===== src/rtl/fetch_unit.sv =====
// Instruction fetch stage: one outstanding imem request, redirect handling and a
// single-entry instruction holding register toward decode.
module fetch_unit #(
  parameter logic [31:0] RESET_PC = 32'h0000_0000
) (
  input  logic        clk,
  input  logic        rst,
  input  logic        redirect,
  input  logic [31:0] redirect_pc,
  output logic        imem_req_valid,
  input  logic        imem_req_ready,
  output logic [31:0] imem_addr,
  input  logic        imem_rsp_valid,
  input  logic [31:0] imem_rsp_data,
  output logic        if_valid,
  input  logic        if_ready,
  output logic [31:0] if_instr,
  output logic [31:0] if_pc,
  output logic [31:0] pc,
  output logic [31:0] instr_count,
  output logic        misalign_err
);

  localparam int unsigned XLEN = 32;

  typedef enum logic [2:0] {
    S_IDLE,
    S_REQ,
    S_WAIT,
    S_HOLD,
    S_DROP
  } state_t;

  state_t          state, state_d;
  logic [XLEN-1:0] pc_q, pc_d;
  logic [XLEN-1:0] instr_q, instr_d;
  logic [XLEN-1:0] ifpc_q, ifpc_d;
  logic [XLEN-1:0] cnt_q, cnt_d;
  logic            mis_q, mis_d;
  logic            req_q, hold_q;
  logic [XLEN-1:0] target;

  assign target = {redirect_pc[XLEN-1:2], 2'b00};

  // Next state and datapath; a redirect outside IDLE always wins over pc+4.
  always_comb begin
    state_d = state;
    pc_d    = pc_q;
    instr_d = instr_q;
    ifpc_d  = ifpc_q;
    cnt_d   = cnt_q;
    mis_d   = mis_q;

    if (redirect && (state != S_IDLE)) begin
      pc_d = target;
      if (redirect_pc[1:0] != 2'b00) mis_d = 1'b1;
    end

    case (state)
      S_IDLE: state_d = S_REQ;
      S_REQ: begin
        if (imem_req_ready) state_d = redirect ? S_DROP : S_WAIT;
      end
      S_WAIT: begin
        if (redirect) begin
          state_d = imem_rsp_valid ? S_REQ : S_DROP;
        end else if (imem_rsp_valid) begin
          instr_d = imem_rsp_data;
          ifpc_d  = pc_q;
          state_d = S_HOLD;
        end
      end
      S_HOLD: begin
        if (redirect) begin
          state_d = S_REQ;
        end else if (if_ready) begin
          pc_d    = pc_q + XLEN'(4);
          cnt_d   = cnt_q + XLEN'(1);
          state_d = S_REQ;
        end
      end
      S_DROP: begin
        if (imem_rsp_valid) state_d = S_REQ;
      end
      default: state_d = S_IDLE;
    endcase
  end

  // State and datapath registers; handshake flags are registered decodes of the next state.
  always_ff @(posedge clk or negedge rst) begin
    if (!rst) begin
      state   <= S_IDLE;
      pc_q    <= RESET_PC;
      instr_q <= '0;
      ifpc_q  <= '0;
      cnt_q   <= '0;
      mis_q   <= 1'b0;
      req_q   <= 1'b0;
      hold_q  <= 1'b0;
    end else begin
      state   <= state_d;
      pc_q    <= pc_d;
      instr_q <= instr_d;
      ifpc_q  <= ifpc_d;
      cnt_q   <= cnt_d;
      mis_q   <= mis_d;
      req_q   <= (state_d == S_REQ);
      hold_q  <= (state_d == S_HOLD);
    end
  end

  assign imem_req_valid = req_q;
  assign imem_addr      = pc_q;
  assign if_valid       = hold_q;
  assign if_instr       = instr_q;
  assign if_pc          = ifpc_q;
  assign pc             = pc_q;
  assign instr_count    = cnt_q;
  assign misalign_err   = mis_q;

endmodule


===== config.mk =====
export PLATFORM = sky130hd
export DESIGN_NAME = fetch_unit
export DESIGN_NICKNAME = d
export VERILOG_FILES = /design/src/rtl/fetch_unit.sv
export SDC_FILE = /design/constraint.sdc
export NUM_CORES = 1
export LEC_CHECK = 0
export ABC_AREA = 1
export CAP_MARGIN = 20
export CORE_MARGIN = 1.5
export CORE_UTILIZATION = 45
export CTS_CLUSTER_SIZE = 14
export DETAILED_ROUTE_END_ITERATION = 10
export PLACE_DENSITY = 0.75
export SYNTH_ARGS = -nofsm -noshare
export SYNTH_HDL_FRONTEND = slang
export SYNTH_SLANG_ARGS = --single-unit

===== constraint.sdc =====
create_clock -name clk -period 1.8 [get_ports clk]
set_input_delay 0.36 -clock clk [delete_from_list [all_inputs] [get_ports clk]]
set_output_delay 0.36 -clock clk [all_outputs]
set_load 0.005 [all_outputs]

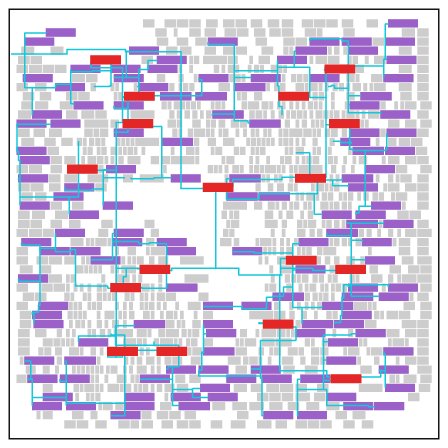
Figure 1: clock distribution.
Key: flip-flops = purple [count 134]; cells driving clock nets = red [count 17]; clock wires = cyan [length 1800 um]
There are 18 routed clock nets. Position of the flops: all over the die.

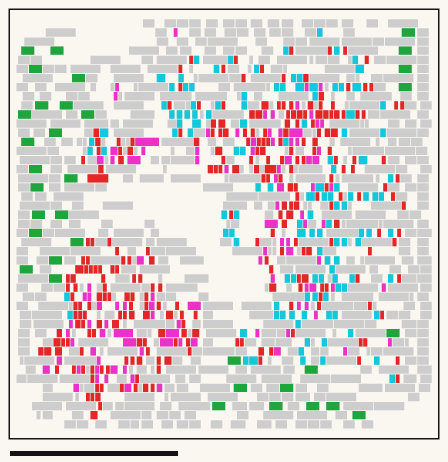
Figure 2: selected gate families.
Scale bar: 50 um.
Key: multiplexers = green [cells 34, most used mux2_2, where all over the die]; NOR gates = magenta [cells 102, most used nor2_1]; NAND gates = red [cells 262, most used nand2_1]; inverting AOI/OAI gates = cyan [cells 123, most used o21ai_0]

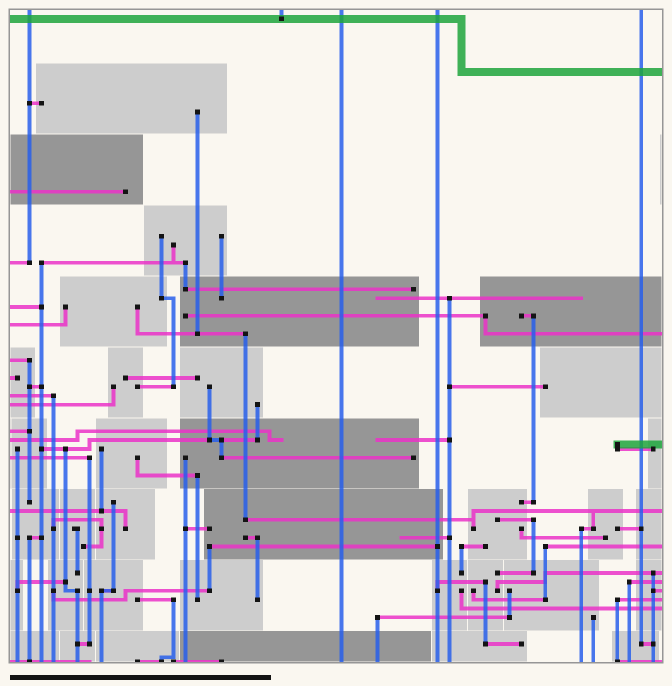
Figure 3: zoomed window.
Scale bar: 10 um. Region (51, 26) to (76, 51) um. Cells in gray, sequential cells in the stronger gray; small squares are vias.
Key: met3 = green; met1 = magenta; met2 = blue
25 logic cells have their middle in the window. Most frequent: nand2_1 (6), dfrtp_1 (4). Sequential cells in the window: 5. Netlist names of flops here include instr_count (4), imem_addr (1).

==> results.toml <==
# yosys + openroad results
[outcome]
run_status = "completed"

[placed_design]
port_buffers = 232
dpl.hpwl_mm = 14.57

[setup_path]
r2r_setup_slack_ps = 130
crit_buf_inv = 1
critical-path-top-delay-family = "buffers and inverters"
arrival_ps = 1420
worst_ep_required_time_ps = 1440
rr_worst_depth = 7
reg2reg_to = "imem_addr[24]$_DFF_PN0_"

[global_routing]
grt_pass1_vias = 6272
grt_max_degree = 40

[detailed_routing]
met1_length_mm = 8.379
via_count = 6552
viasPerCell = 5.079

[cts]
clock-sinks = 134
cts.htree.levels = 4
cts.path.max_buffers = 2

[final_layout]
clockBufferCount = 21
finalNetCount = 1162
nFillCells = 1267
nNonClkInverters = 102
ff_count = 134

[power]
power-top-group = "combinational cells"
internal-power_mw = 9.419

[yosys]
compound_area_share_pct = 9.291
synth.most_common_cell = "nand2_1"
numSynthFlops = 134
simple_gate_share_pct = 22.83
ys_seq_share_pct = 47.88
xor_share_pct = 3.252
floorplan.nets = 914

[final_timing]
hold_viol = 0
rsz0062_at_grt = "yes"
min_period_ps = 1778

[floorplan]
die_area_sq_mm = 0.01632
dieHeight_um = 127.8

[run]
log.warning_count = 27
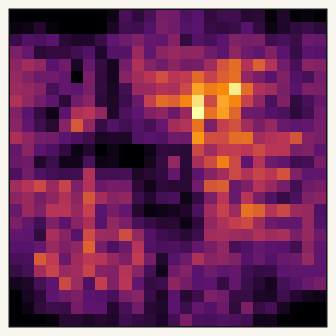
Figure 4: wire density map.
The die is cut into 26 by 26 equal tiles; black is low, pale yellow is high, scaled to the fullest tile. Values are wire area over tile area, all layers added.
The fullest tile reaches 0.68. 5.2% of the tiles are nearly empty. The mean over all tiles is 0.19. The densest ninth of the die: right middle.

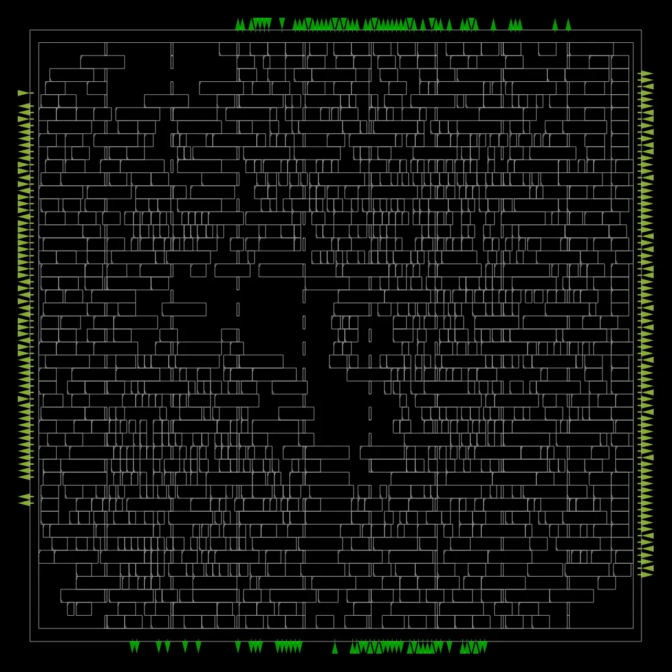
Figure 5: placement view.
fin util: 67.99%
core box area: 0.01520 sq mm

No activity file was given, so power comes from the tool's default toggle rates.
